`config.mk`:
```
export PLATFORM = sky130hd
export DESIGN_NAME = load_store_unit
export DESIGN_NICKNAME = d
export VERILOG_FILES = /design/src/rtl/load_store_unit.sv
export SDC_FILE = /design/constraint.sdc
export NUM_CORES = 1
export LEC_CHECK = 0
export ABC_AREA = 1
export CAP_MARGIN = 40
export CORE_AREA = 5 5 131 133
export CTS_CLUSTER_DIAMETER = 30
export DETAILED_ROUTE_END_ITERATION = 10
export DIE_AREA = 0 0 136 138
export GPL_TIMING_DRIVEN = 0
export PLACE_DENSITY_LB_ADDON = 0.25
export SKIP_CTS_REPAIR_TIMING = 1
export SLEW_MARGIN = 15
export SYNTH_ARGS = -nofsm -noshare
export SYNTH_HDL_FRONTEND = slang
export SYNTH_SLANG_ARGS = --single-unit
export TNS_END_PERCENT = 100
```
`constraint.sdc`:
```
create_clock -name i_clk -period 2.15 [get_ports i_clk]
set_input_delay 0.43 -clock i_clk [delete_from_list [all_inputs] [get_ports i_clk]]
set_output_delay 0.43 -clock i_clk [all_outputs]
set_load 0.005 [all_outputs]
```
`src/rtl/load_store_unit.sv`:
```
// -----------------------------------------------------------------------------
// load_store_unit
//
// Memory-stage engine for the pipelined RISC-V core. One load or store is
// taken per handshake from execute, turned into a registered bus request with
// byte strobes, and tracked in an in-order queue until its response returns.
// Load responses are lane-shifted and sign/zero-extended before being handed
// to writeback. Misaligned accesses are accepted but dropped and reported.
//
// Parameters
//   XLEN   datapath / address width, 32 or 64
//   DEPTH  maximum accesses in flight (request register + awaiting response)
//
// Ports
//   i_clk, i_rst            clock, synchronous active-high reset
//   i_valid/o_ready         execute-stage handshake
//   i_addr, i_wdata, i_we,
//   i_size, i_sig, i_rd     access description
//   o_req_*/i_req_ready     memory bus request channel (registered)
//   i_rsp_valid/i_rsp_rdata memory bus response, one per request, in order
//   o_wb_*                  load result toward writeback (one-cycle pulse)
//   o_misaligned/o_exc_addr misaligned-access report
//   o_idle                  nothing in flight
// -----------------------------------------------------------------------------
module load_store_unit #(
    parameter int XLEN  = 32,
    parameter int DEPTH = 2
) (
    input  logic               i_clk,
    input  logic               i_rst,
    // execute-stage side
    input  logic               i_valid,
    output logic               o_ready,
    input  logic [XLEN-1:0]    i_addr,
    input  logic [XLEN-1:0]    i_wdata,
    input  logic               i_we,
    input  logic [1:0]         i_size,
    input  logic               i_sig,
    input  logic [4:0]         i_rd,
    // memory bus request
    output logic               o_req_valid,
    input  logic               i_req_ready,
    output logic [XLEN-1:0]    o_req_addr,
    output logic [XLEN-1:0]    o_req_wdata,
    output logic [XLEN/8-1:0]  o_req_wstrb,
    output logic               o_req_we,
    // memory bus response
    input  logic               i_rsp_valid,
    input  logic [XLEN-1:0]    i_rsp_rdata,
    // writeback side
    output logic               o_wb_valid,
    output logic [4:0]         o_wb_rd,
    output logic [XLEN-1:0]    o_wb_data,
    // exception / status
    output logic               o_misaligned,
    output logic [XLEN-1:0]    o_exc_addr,
    output logic               o_idle
);

    localparam int SB   = XLEN / 8;
    localparam int OFFW = $clog2(SB);
    localparam int PTRW = (DEPTH > 1) ? $clog2(DEPTH) : 1;
    localparam int CNTW = $clog2(DEPTH + 1);

    localparam logic [CNTW-1:0] DEPTH_C   = CNTW'(DEPTH);
    localparam logic [PTRW-1:0] PTR_LAST  = PTRW'(DEPTH - 1);

    typedef enum logic {
        IDLE = 1'b0,
        PEND = 1'b1
    } req_state_t;

    // ------------------------------------------------------------------
    // State
    // ------------------------------------------------------------------
    req_state_t         state_q, state_d;
    logic [XLEN-1:0]    req_addr_q, req_addr_d;
    logic [XLEN-1:0]    req_wdata_q, req_wdata_d;
    logic [SB-1:0]      req_wstrb_q, req_wstrb_d;
    logic               req_we_q, req_we_d;

    logic [CNTW-1:0]    count_q, count_d;
    logic [PTRW-1:0]    wr_ptr_q, wr_ptr_d;
    logic [PTRW-1:0]    rd_ptr_q, rd_ptr_d;

    logic               wb_valid_q, wb_valid_d;
    logic [4:0]         wb_rd_q, wb_rd_d;
    logic [XLEN-1:0]    wb_data_q, wb_data_d;

    logic               mis_q, mis_d;
    logic [XLEN-1:0]    exc_addr_q, exc_addr_d;

    // Tracking queue storage; plain arrays without reset so they map to
    // distributed/block memory. Validity is carried by count/pointers only.
    logic [OFFW-1:0]    q_off  [DEPTH];
    logic [1:0]         q_size [DEPTH];
    logic               q_sig  [DEPTH];
    logic               q_we   [DEPTH];
    logic [4:0]         q_rd   [DEPTH];

    // ------------------------------------------------------------------
    // Incoming access decode
    // ------------------------------------------------------------------
    logic [OFFW-1:0]    in_off;
    logic [3:0]         in_nbytes;
    logic [4:0]         in_lane_lo;
    logic [4:0]         in_lane_hi;
    logic               in_misaligned;
    logic [SB-1:0]      in_wstrb;
    logic [XLEN-1:0]    in_wdata_shifted;
    logic [XLEN-1:0]    in_addr_aligned;

    logic               accept;
    logic               push;
    logic               pop;

    assign in_off           = i_addr[OFFW-1:0];
    assign in_nbytes        = 4'd1 << i_size;
    assign in_lane_lo       = 5'(in_off);
    assign in_lane_hi       = 5'(in_off) + 5'(in_nbytes);
    assign in_wdata_shifted = i_wdata << {in_off, 3'b000};
    assign in_addr_aligned  = {i_addr[XLEN-1:OFFW], {OFFW{1'b0}}};

    always_comb begin
        in_misaligned = 1'b0;
        case (i_size)
            2'd1:    in_misaligned = i_addr[0];
            2'd2:    in_misaligned = |i_addr[1:0];
            // a doubleword access cannot exist on a 32-bit datapath
            2'd3:    in_misaligned = (XLEN == 32) ? 1'b1 : (|i_addr[2:0]);
            default: in_misaligned = 1'b0;
        endcase
    end

    // Byte lane gi is strobed when off <= gi < off + bytes. For aligned
    // accesses the window never runs past the top lane.
    generate
        for (genvar gi = 0; gi < SB; gi++) begin : g_wstrb
            assign in_wstrb[gi] = (5'(gi) >= in_lane_lo) && (5'(gi) < in_lane_hi);
        end
    endgenerate

    // The request register is free when nothing is pending or the pending
    // request is leaving this very cycle, which gives one request per cycle.
    assign o_ready = (count_q < DEPTH_C) && ((state_q == IDLE) || i_req_ready);
    assign accept  = i_valid && o_ready;
    assign push    = accept && !in_misaligned;
    // A response with nothing outstanding (e.g. left over from before a
    // reset) is dropped.
    assign pop     = i_rsp_valid && (count_q != '0);

    // ------------------------------------------------------------------
    // Response extraction for the queue head
    // ------------------------------------------------------------------
    logic [OFFW-1:0]    head_off;
    logic [1:0]         head_size;
    logic               head_sig;
    logic               head_we;
    logic [4:0]         head_rd;
    logic [3:0]         head_nbytes;
    logic [XLEN-1:0]    rsp_shifted;
    logic               head_sign_bit;
    logic               head_fill;
    logic [XLEN-1:0]    rsp_extended;

    assign head_off    = q_off[rd_ptr_q];
    assign head_size   = q_size[rd_ptr_q];
    assign head_sig    = q_sig[rd_ptr_q];
    assign head_we     = q_we[rd_ptr_q];
    assign head_rd     = q_rd[rd_ptr_q];
    assign head_nbytes = 4'd1 << head_size;
    assign rsp_shifted = i_rsp_rdata >> {head_off, 3'b000};

    always_comb begin
        head_sign_bit = 1'b0;
        case (head_size)
            2'd0:    head_sign_bit = rsp_shifted[7];
            2'd1:    head_sign_bit = rsp_shifted[15];
            2'd2:    head_sign_bit = rsp_shifted[31];
            default: head_sign_bit = rsp_shifted[XLEN-1];
        endcase
    end

    assign head_fill = head_sig && head_sign_bit;

    // Bytes inside the access width pass through; bytes above it are filled
    // with the extension bit.
    generate
        for (genvar gi = 0; gi < SB; gi++) begin : g_extend
            assign rsp_extended[8*gi +: 8] = (4'(gi) < head_nbytes) ?
                                             rsp_shifted[8*gi +: 8] :
                                             {8{head_fill}};
        end
    endgenerate

    // ------------------------------------------------------------------
    // Next-state logic
    // ------------------------------------------------------------------
    always_comb begin
        state_d     = state_q;
        req_addr_d  = req_addr_q;
        req_wdata_d = req_wdata_q;
        req_wstrb_d = req_wstrb_q;
        req_we_d    = req_we_q;
        count_d     = count_q;
        wr_ptr_d    = wr_ptr_q;
        rd_ptr_d    = rd_ptr_q;
        wb_valid_d  = 1'b0;
        wb_rd_d     = wb_rd_q;
        wb_data_d   = wb_data_q;
        mis_d       = 1'b0;
        exc_addr_d  = exc_addr_q;

        // Request FSM. Because o_ready already folds in i_req_ready, a push
        // can only occur when the request register is free.
        case (state_q)
            IDLE: begin
                if (push) begin
                    state_d = PEND;
                end
            end
            PEND: begin
                if (i_req_ready && !push) begin
                    state_d = IDLE;
                end
            end
            default: state_d = IDLE;
        endcase

        if (push) begin
            req_addr_d  = in_addr_aligned;
            req_wdata_d = in_wdata_shifted;
            req_wstrb_d = in_wstrb;
            req_we_d    = i_we;
            wr_ptr_d    = (wr_ptr_q == PTR_LAST) ? '0 : wr_ptr_q + 1'b1;
        end

        if (accept && in_misaligned) begin
            mis_d      = 1'b1;
            exc_addr_d = i_addr;
        end

        if (pop) begin
            rd_ptr_d = (rd_ptr_q == PTR_LAST) ? '0 : rd_ptr_q + 1'b1;
            if (!head_we) begin
                wb_valid_d = 1'b1;
                wb_rd_d    = head_rd;
                wb_data_d  = rsp_extended;
            end
        end

        case ({push, pop})
            2'b10:   count_d = count_q + 1'b1;
            2'b01:   count_d = count_q - 1'b1;
            default: count_d = count_q;
        endcase
    end

    // ------------------------------------------------------------------
    // Registers
    // ------------------------------------------------------------------
    always_ff @(posedge i_clk) begin
        if (i_rst) begin
            state_q     <= IDLE;
            req_addr_q  <= '0;
            req_wdata_q <= '0;
            req_wstrb_q <= '0;
            req_we_q    <= 1'b0;
            count_q     <= '0;
            wr_ptr_q    <= '0;
            rd_ptr_q    <= '0;
            wb_valid_q  <= 1'b0;
            wb_rd_q     <= '0;
            wb_data_q   <= '0;
            mis_q       <= 1'b0;
            exc_addr_q  <= '0;
        end else begin
            state_q     <= state_d;
            req_addr_q  <= req_addr_d;
            req_wdata_q <= req_wdata_d;
            req_wstrb_q <= req_wstrb_d;
            req_we_q    <= req_we_d;
            count_q     <= count_d;
            wr_ptr_q    <= wr_ptr_d;
            rd_ptr_q    <= rd_ptr_d;
            wb_valid_q  <= wb_valid_d;
            wb_rd_q     <= wb_rd_d;
            wb_data_q   <= wb_data_d;
            mis_q       <= mis_d;
            exc_addr_q  <= exc_addr_d;
        end
    end

    always_ff @(posedge i_clk) begin
        if (push) begin
            q_off[wr_ptr_q]  <= in_off;
            q_size[wr_ptr_q] <= i_size;
            q_sig[wr_ptr_q]  <= i_sig;
            q_we[wr_ptr_q]   <= i_we;
            q_rd[wr_ptr_q]   <= i_rd;
        end
    end

    // ------------------------------------------------------------------
    // Outputs
    // ------------------------------------------------------------------
    assign o_req_valid  = (state_q == PEND);
    assign o_req_addr   = req_addr_q;
    assign o_req_wdata  = req_wdata_q;
    assign o_req_wstrb  = req_wstrb_q;
    assign o_req_we     = req_we_q;
    assign o_wb_valid   = wb_valid_q;
    assign o_wb_rd      = wb_rd_q;
    assign o_wb_data    = wb_data_q;
    assign o_misaligned = mis_q;
    assign o_exc_addr   = exc_addr_q;
    assign o_idle       = (count_q == '0) && !o_req_valid;

endmodule

```
==> impl_metrics.json, run 1 <==
{
  "finalPower_mw": 8.49,
  "ys_seq_frac": 0.508,
  "hold_end": "q_size[1][0]",
  "io_pins": 253,
  "finalHoldViolCount": 0,
  "async_reset_ff_frac": 0,
  "drc": 0,
  "nNetsFinal": 1291,
  "comb_area_frac": 0.285,
  "top_area_frac": 0.414,
  "log.warning_count": 27,
  "rsz0062_at_grt": "yes",
  "fmax_mhz": 490,
  "insertion_delay_ns": 0.42,
  "power_density_mw_per_mm2": 822,
  "lay_top_count": "clkdlybuf4s50_1",
  "critPathMaxStageDelay_ns": 0.55,
  "final_cell_mix": "clkdlybuf4s50_1 (245), nor2_1 (176), o21ai_0 (158)",
  "endpoint": "o_ready",
  "yosys_cells": 905,
  "worstSetupPathType": "in2out",
  "maxSlewViolCount": 0,
  "tapCellCount": 216,
  "power_frac_seq": 0.421,
  "ant_nets": 0,
  "clock_cell_area_share": 0.0540,
  "place_congestion": 0.942,
  "internal_power_mw": 6.04,
  "grt_first_pass_wirelength_microns": 36800,
  "rows": 46,
  "buf_share": 0.271,
  "critPathLaunchType": "input pin",
  "outcome": "finished clean",
  "yosys.area.top_type": "dfxtp_1",
  "portBuffers": 249,
  "fillers": 1392,
  "p_comb_frac": 0.234,
  "clockRootBuffer": "clkbuf_16",
  "worstHoldPathCells": 1,
  "rr_worst_depth": 13,
  "setup_tns_ns": 0,
  "worst_pin_slew_ns": 0.693,
  "syn_avg_cell_area_sq_um": 7.70,
  "grt_pass1_vias": 6825,
  "fin_crit_ns": 2.04,
  "netSwitchingPower_mw": 2.46,
  "aoi_share": 0.211,
  "switching_share": 0.289,
  "cts_tree": "yes",
  "ff_type": "dfxtp_1",
  "met2_length_microns": 11100,
  "synthXorXnorAreaFrac": 0,
  "synth.ff_latch_count": 166,
  "crit_chain": "clkdlybuf4s50_1 -> nor2_1 -> nor2_1 -> clkdlybuf4s50_1",
  "drt-pass1-iter-count": 6,
  "cts_buffers": 17,
  "gr-total-overflow": 0,
  "wl_met1_microns": 9940,
  "cp_slowest_cell": "clkdlybuf4s50_1",
  "period_used_share": 0.950,
  "synthCells": 905,
  "critPathLaunch": "i_req_ready",
  "pre_cts_slack_ns": -0.904,
  "yosys-top-cells-count": "nor2_1 (177), o21ai_0 (158), dfxtp_1 (144)",
  "cts_buffer_depth": 2,
  "clock_buffers": 21,
  "cp.required_ns": 1.72,
  "crit_path_end_kind": "output port",
  "fa_ha_area_frac": 0.00826,
  "top_power_group": "registers",
  "hold_class": "in2reg",
  "netlist_logic_family_top": "AND-OR/OR-AND gates",
  "seqCellArea_sq_mm": 0.00354,
  "place_hpwl_microns": 18300,
  "topCellsByArea": "dfxtp_1 (41%), o21ai_0 (11%), nor2_1 (9.5%)",
  "floorplan.die.width_microns": 136,
  "n_antenna_cell": 0,
  "routed_via_density": 5.04,
  "pg_comb_mw": 1.99,
  "numClockSinks": 166,
  "path_max_fanout": 2,
  "seq_share": 0.343,
  "layout-drive-gt1-share": 0.0723,
  "antenna_found_initial": 2,
  "grt_busiest_layer": "met2",
  "synth.cell_area_sq_mm": 0.00697,
  "cpLargestDelayFamily": "buffers and inverters",
  "arrival_ns": 1.61,
  "ir_worst_vdd_v": 0.000484,
  "postLayoutCellArea_sq_mm": 0.0103,
  "fin_worst_skew_ns": 0.00987,
  "grt_max_degree": 17,
  "final.setup.worst_slack_ns": 0.108,
  "simple_gate_share": 0.199,
  "synth.area.mux_share": 0.00287,
  "p_leak_nw": 4.17,
  "cp.depth": 4,
  "rrSetupSlack_ns": 0.24,
  "combGateArea_sq_mm": 0.00295,
  "maxUsedRoutingLayer": "met5",
  "yosysChipArea_sq_mm": 0.00697,
  "clkPwrFrac": 0.345,
  "r2r-end": "count_q[1]",
  "fin_cells": 1405,
  "pg_clk_mw": 2.93,
  "synthDistinctLibCells": 36,
  "p_seq_mw": 3.58,
  "die_height_microns": 138,
  "inv_count": 57,
  "seq_cells": 166,
  "area_growth_pct": 48.3,
  "hold_ws_ns": 0.380,
  "placedCellCount": 1373,
  "n_all_buffers": 311,
  "drv_cap": 0,
  "worstReg2RegStart": "o_req_valid",
  "largest_class": "sequential cells",
  "drtIter0Drc": 408,
  "placed_area_sq_mm": 0.00975,
  "cts-htree-levels": 4,
  "route.met3.wl_microns": 2170,
  "die-area_sq_mm": 0.0188,
  "comb_cells": 624,
  "relSlewSlack": 0.538,
  "setup_viol": 0,
  "hp-start": "i_size[0]",
  "synth-edff-count": 22,
  "top_cell": "nor2_1",
  "yosys_warnings": 0,
  "cts.clk_slew.worst_paths_ns": 0.06,
  "worstPathBufferInverterCount": 2
}
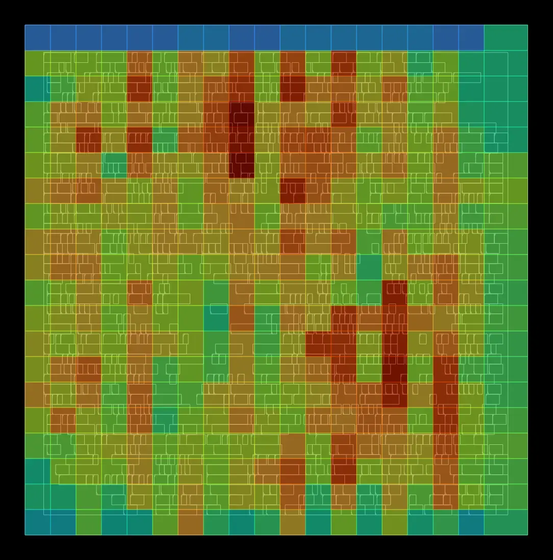
Figure 1: run 1, congestion heat map.
met1 Usage GRT: 0.305
grt met3 use: 0.0806
met2 Use GR: 0.404

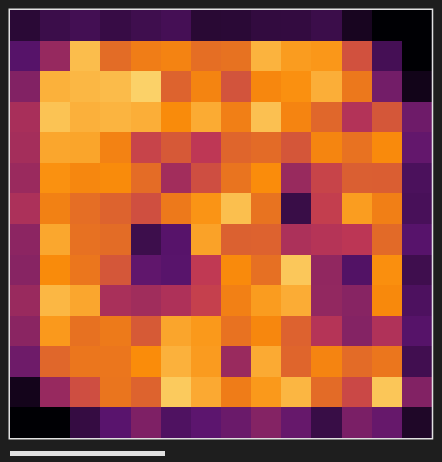
Figure 2: run 1, local utilization.
Scale bar: 50 microns. The die is cut into 14 by 14 equal tiles; black is low, pale yellow is high, 0 to 100% covered.
fullest tile = 90%
mean over tiles = 54%
nearly empty tiles = 2.6%
tiles over 75% full = 21%
Core Region: 0.0157 sq mm
post-layout util: 0.658
fp util: 0.444

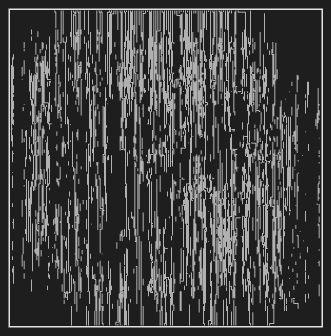
Figure 3: run 1, met2 routing.
wire length on this layer = 11100 microns
longest straight run = 64.3 microns
share of all routed wire = 47%
main direction = vertical
Routed WL: 23600 microns
via count: 7077

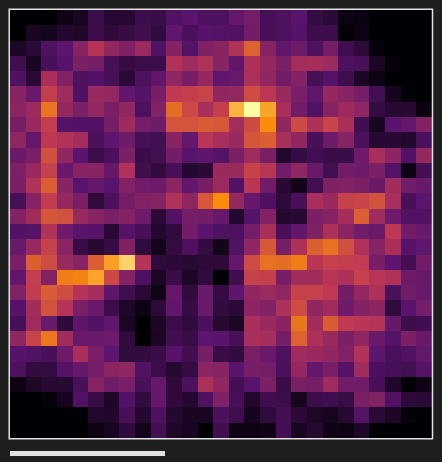
Figure 4: run 1, wiring heat map.
Scale bar: 50 microns. The die is cut into 27 by 28 equal tiles; black is low, pale yellow is high, scaled to the fullest tile. Values are wire area over tile area, all layers added.
fullest tile = 0.75
tiles over half the peak = 10%
mean over tiles = 0.21
nearly empty tiles = 6.5%
wire per inst: 16.8 microns
GRT Resource Usage Total: 0.245

Figure 5. Metal 1 (run 1).
Scale bar: 50 microns.
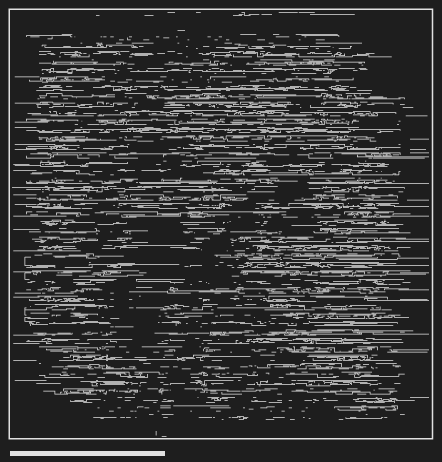

==> run 2, diff against run 1 <==
--- a/config.mk
+++ b/config.mk
@@ -14,6 +14,7 @@
 export GPL_TIMING_DRIVEN = 0
 export PLACE_DENSITY_LB_ADDON = 0.25
 export SKIP_CTS_REPAIR_TIMING = 1
+export SKIP_LAST_GASP = 1
 export SLEW_MARGIN = 15
 export SYNTH_ARGS = -nofsm -noshare
 export SYNTH_HDL_FRONTEND = slang
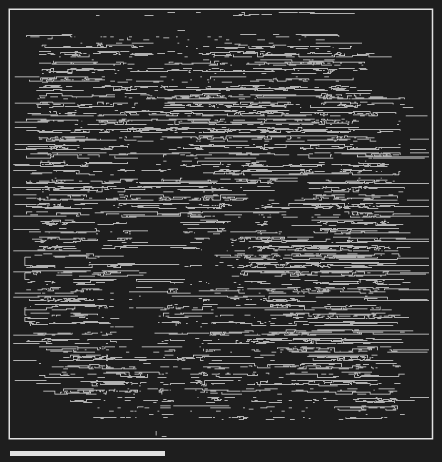
Figure 6: run 2, metal 1.
Scale bar: 50 microns.
wire length on this layer = 9990 microns
longest straight run = 29.9 microns
share of all routed wire = 42%
main direction = horizontal
nets with wire on the layer = 1185
Routed WL: 23600 microns
via count: 7071

==> run 2 against run 1 <==
Net effect: critical path type unchanged; clock power about the same; power about the same; largest power group unchanged; clock-buffer cell count stayed put; register-to-register slack hardly changed; critical endpoint unchanged; die area unchanged.
==> impl_metrics.json, run 2 <==
{
  "worstReg2RegStart": "o_req_valid",
  "rsz0062_at_grt": "yes",
  "seqCellArea_sq_mm": 0.00354,
  "critPathMaxStageDelay_ns": 0.55,
  "portBuffers": 249,
  "die-area_sq_mm": 0.0188,
  "insertion_delay_ns": 0.42,
  "drt-pass1-iter-count": 7,
  "layout-drive-gt1-share": 0.0723,
  "antenna_found_initial": 2,
  "setup_tns_ns": 0,
  "worstHoldPathCells": 1,
  "ant_nets": 0,
  "finalPower_mw": 8.49,
  "fin_cells": 1405,
  "synth.area.mux_share": 0.00287,
  "top_area_frac": 0.414,
  "numClockSinks": 166,
  "comb_area_frac": 0.285,
  "grtUsageMet3": 0.0806,
  "crit_path_end_kind": "output port",
  "rows": 46,
  "topCellsByArea": "dfxtp_1 (41%), o21ai_0 (11%), nor2_1 (9.5%)",
  "synthCells": 905,
  "hold_ws_ns": 0.381,
  "worstPathBufferInverterCount": 2,
  "n_antenna_cell": 0,
  "pg_comb_mw": 1.99,
  "simple_gate_share": 0.199,
  "final.setup.worst_slack_ns": 0.108,
  "netSwitchingPower_mw": 2.45,
  "met2_length_microns": 11000,
  "place_congestion": 0.942,
  "aoi_share": 0.211,
  "placedCellCount": 1373,
  "crit_chain": "clkdlybuf4s50_1 -> nor2_1 -> nor2_1 -> clkdlybuf4s50_1",
  "top_cell": "nor2_1",
  "cp_slowest_cell": "clkdlybuf4s50_1",
  "yosys_warnings": 0,
  "wl_per_cell_microns": 16.8,
  "place_hpwl_microns": 18300,
  "gr-total-overflow": 0,
  "pg_clk_mw": 2.92,
  "p_leak_nw": 4.17,
  "drv_cap": 0,
  "drc": 0,
  "fin_worst_skew_ns": 0.0106,
  "critPathLaunch": "i_req_ready",
  "synth.ff_latch_count": 166,
  "yosys_cells": 905,
  "floorplan.die.width_microns": 136,
  "netlist_logic_family_top": "AND-OR/OR-AND gates",
  "p_seq_mw": 3.58,
  "synthXorXnorAreaFrac": 0,
  "fa_ha_area_frac": 0.00826,
  "lay_top_count": "clkdlybuf4s50_1",
  "clock_buffers": 21,
  "nNetsFinal": 1291,
  "cts_tree": "yes",
  "path_max_fanout": 2,
  "n_all_buffers": 311,
  "grt_pass1_vias": 6825,
  "grt_max_degree": 17,
  "cts-htree-levels": 4,
  "ff_type": "dfxtp_1",
  "ys_seq_frac": 0.508,
  "synthDistinctLibCells": 36,
  "placed_area_sq_mm": 0.00975,
  "critPathLaunchType": "input pin",
  "yosysChipArea_sq_mm": 0.00697,
  "maxUsedRoutingLayer": "met5",
  "fp_util": 0.444,
  "clkPwrFrac": 0.344,
  "cpLargestDelayFamily": "buffers and inverters",
  "die_height_microns": 138,
  "wl_met1_microns": 9990,
  "worstSetupPathType": "in2out",
  "drtIter0Drc": 402,
  "yosys-top-cells-count": "nor2_1 (177), o21ai_0 (158), dfxtp_1 (144)",
  "maxSlewViolCount": 0,
  "outcome": "finished clean",
  "top_power_group": "registers",
  "cp.required_ns": 1.72,
  "worst_pin_slew_ns": 0.690,
  "setup_viol": 0,
  "r2r-end": "count_q[1]",
  "met2_usage": 0.404,
  "cts_buffer_depth": 2,
  "switching_share": 0.289,
  "rrSetupSlack_ns": 0.24,
  "ir_worst_vdd_v": 0.000484,
  "clock_cell_area_share": 0.0540,
  "cts_buffers": 17,
  "hold_class": "in2reg",
  "buf_share": 0.271,
  "pre_cts_slack_ns": -0.904,
  "fmax_mhz": 490,
  "clockRootBuffer": "clkbuf_16",
  "met1_usage": 0.305,
  "p_comb_frac": 0.235,
  "seq_share": 0.343,
  "arrival_ns": 1.61,
  "power_frac_seq": 0.421,
  "seq_cells": 166,
  "async_reset_ff_frac": 0,
  "grt_usage": 0.245,
  "core_area_sq_mm": 0.0157,
  "hold_end": "q_size[1][0]",
  "postLayoutCellArea_sq_mm": 0.0103,
  "yosys.area.top_type": "dfxtp_1",
  "power_density_mw_per_mm2": 822,
  "log.warning_count": 27,
  "finalHoldViolCount": 0,
  "endpoint": "o_ready",
  "inv_count": 57,
  "io_pins": 253,
  "grt_first_pass_wirelength_microns": 36800,
  "relSlewSlack": 0.540,
  "synth.cell_area_sq_mm": 0.00697,
  "grt_busiest_layer": "met2",
  "cts.clk_slew.worst_paths_ns": 0.06,
  "tapCellCount": 216,
  "area_growth_pct": 48.3,
  "route.met3.wl_microns": 2120
}
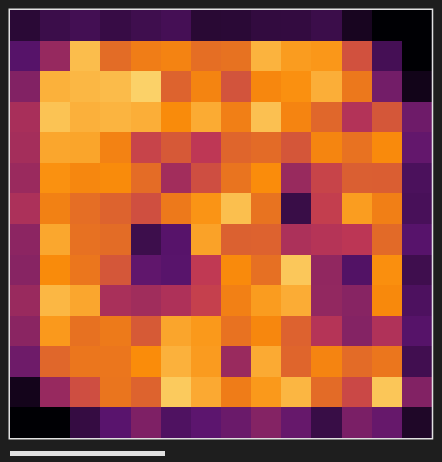
Figure 7: run 2, local utilization.
Scale bar: 50 microns. The die is cut into 14 by 14 equal tiles; black is low, pale yellow is high, 0 to 100% covered.
tiles over 75% full = 21%
fullest tile = 90%
nearly empty tiles = 2.6%
mean over tiles = 54%

==> run 3, diff against run 2 <==
--- a/config.mk
+++ b/config.mk
@@ -9,6 +9,7 @@
 export CAP_MARGIN = 40
 export CORE_AREA = 5 5 131 133
 export CTS_CLUSTER_DIAMETER = 30
+export CTS_CLUSTER_SIZE = 40
 export DETAILED_ROUTE_END_ITERATION = 10
 export DIE_AREA = 0 0 136 138
 export GPL_TIMING_DRIVEN = 0
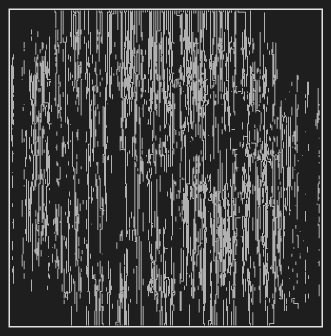
Figure 8: run 3, met2 routing.
main direction = vertical
nets with wire on the layer = 1036
wire length on this layer = 11000 microns
longest straight run = 64.3 microns

==> run 3 against run 2 <==
Net effect: clock-buffer cell count stayed put; synthesized area unchanged; worst setup slack stayed put; die area stayed put; global-route usage is the same; largest cell class unchanged.
==> impl_metrics.json, run 3 <==
{
  "outcome": "finished clean",
  "power_density_mw_per_mm2": 822,
  "netSwitchingPower_mw": 2.45,
  "placedCellCount": 1373,
  "critPathLaunch": "i_req_ready",
  "core_area_sq_mm": 0.0157,
  "synth.ff_latch_count": 166,
  "layout-drive-gt1-share": 0.0723,
  "worst_pin_slew_ns": 0.690,
  "inv_count": 57,
  "rrSetupSlack_ns": 0.24,
  "pre_cts_slack_ns": -0.904,
  "antenna_found_initial": 2,
  "r2r-end": "count_q[1]",
  "drt-pass1-iter-count": 7,
  "topCellsByArea": "dfxtp_1 (41%), o21ai_0 (11%), nor2_1 (9.5%)",
  "worstSetupPathType": "in2out",
  "finalPower_mw": 8.49,
  "ir_worst_vdd_v": 0.000484,
  "met1_usage": 0.305,
  "drtIter0Drc": 402,
  "finalHoldViolCount": 0,
  "postLayoutCellArea_sq_mm": 0.0103,
  "met2_length_microns": 11000,
  "cts.clk_slew.worst_paths_ns": 0.06,
  "maxSlewViolCount": 0,
  "critPathLaunchType": "input pin",
  "grt_pass1_vias": 6825,
  "hold_class": "in2reg",
  "yosys_warnings": 0,
  "yosys-top-cells-count": "nor2_1 (177), o21ai_0 (158), dfxtp_1 (144)",
  "numClockSinks": 166,
  "switching_share": 0.289,
  "cpLargestDelayFamily": "buffers and inverters",
  "floorplan.die.width_microns": 136,
  "seqCellArea_sq_mm": 0.00354,
  "met2_usage": 0.404,
  "cp.depth": 4,
  "p_seq_mw": 3.58,
  "seq_cells": 166,
  "synthXorXnorAreaFrac": 0,
  "final.setup.worst_slack_ns": 0.108,
  "synthCells": 905,
  "ff_type": "dfxtp_1",
  "synth-edff-count": 22,
  "cts_buffers": 17,
  "crit_chain": "clkdlybuf4s50_1 -> nor2_1 -> nor2_1 -> clkdlybuf4s50_1",
  "grt_first_pass_wirelength_microns": 36800,
  "ys_seq_frac": 0.508,
  "synthDistinctLibCells": 36,
  "log.warning_count": 27,
  "seq_share": 0.343,
  "simple_gate_share": 0.199,
  "clockRootBuffer": "clkbuf_16",
  "critPathMaxStageDelay_ns": 0.55,
  "comb_area_frac": 0.285,
  "worstPathBufferInverterCount": 2,
  "lay_top_count": "clkdlybuf4s50_1",
  "netlist_logic_family_top": "AND-OR/OR-AND gates",
  "die-area_sq_mm": 0.0188,
  "placed_area_sq_mm": 0.00975,
  "clock_cell_area_share": 0.0540,
  "cts_tree": "yes",
  "grt_usage": 0.245,
  "p_leak_nw": 4.17,
  "top_cell": "nor2_1",
  "hold_ws_ns": 0.381,
  "synth.area.mux_share": 0.00287,
  "grtUsageMet3": 0.0806,
  "rsz0062_at_grt": "yes",
  "place_congestion": 0.942,
  "tapCellCount": 216,
  "worstReg2RegStart": "o_req_valid",
  "p_comb_frac": 0.235,
  "portBuffers": 249,
  "endpoint": "o_ready",
  "clkPwrFrac": 0.344,
  "drc": 0,
  "fin_worst_skew_ns": 0.0106,
  "yosys_cells": 905,
  "fin_cells": 1405,
  "io_pins": 253,
  "clock_buffers": 21,
  "async_reset_ff_frac": 0,
  "drv_cap": 0,
  "yosys.area.top_type": "dfxtp_1",
  "power_frac_seq": 0.421,
  "top_power_group": "registers",
  "grt_busiest_layer": "met2",
  "cts_buffer_depth": 2,
  "gr-total-overflow": 0,
  "route.met3.wl_microns": 2120,
  "wl_met1_microns": 9990,
  "setup_viol": 0,
  "fmax_mhz": 490,
  "die_height_microns": 138,
  "path_max_fanout": 2,
  "rows": 46,
  "drt_wl_total_microns": 23600,
  "nNetsFinal": 1291,
  "cp_slowest_cell": "clkdlybuf4s50_1",
  "fa_ha_area_frac": 0.00826,
  "relSlewSlack": 0.540,
  "setup_tns_ns": 0,
  "area_growth_pct": 48.3,
  "maxUsedRoutingLayer": "met5",
  "cp.required_ns": 1.72
}
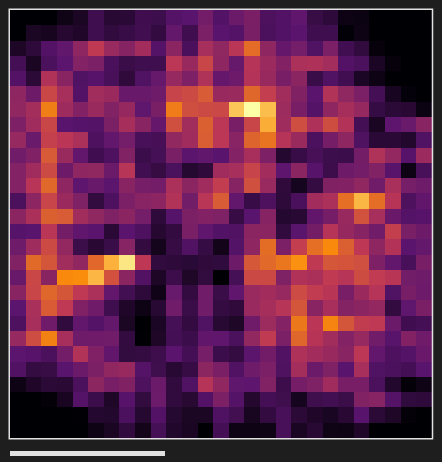
Figure 9: run 3, wiring heat map.
Scale bar: 50 microns. The die is cut into 27 by 28 equal tiles; black is low, pale yellow is high, scaled to the fullest tile. Values are wire area over tile area, all layers added.
nearly empty tiles = 6.5%
mean over tiles = 0.21
tiles over half the peak = 12%
fullest tile = 0.72
wire per inst: 16.8 microns

Power figures rest on the tool's default switching activity, not on a simulated workload.
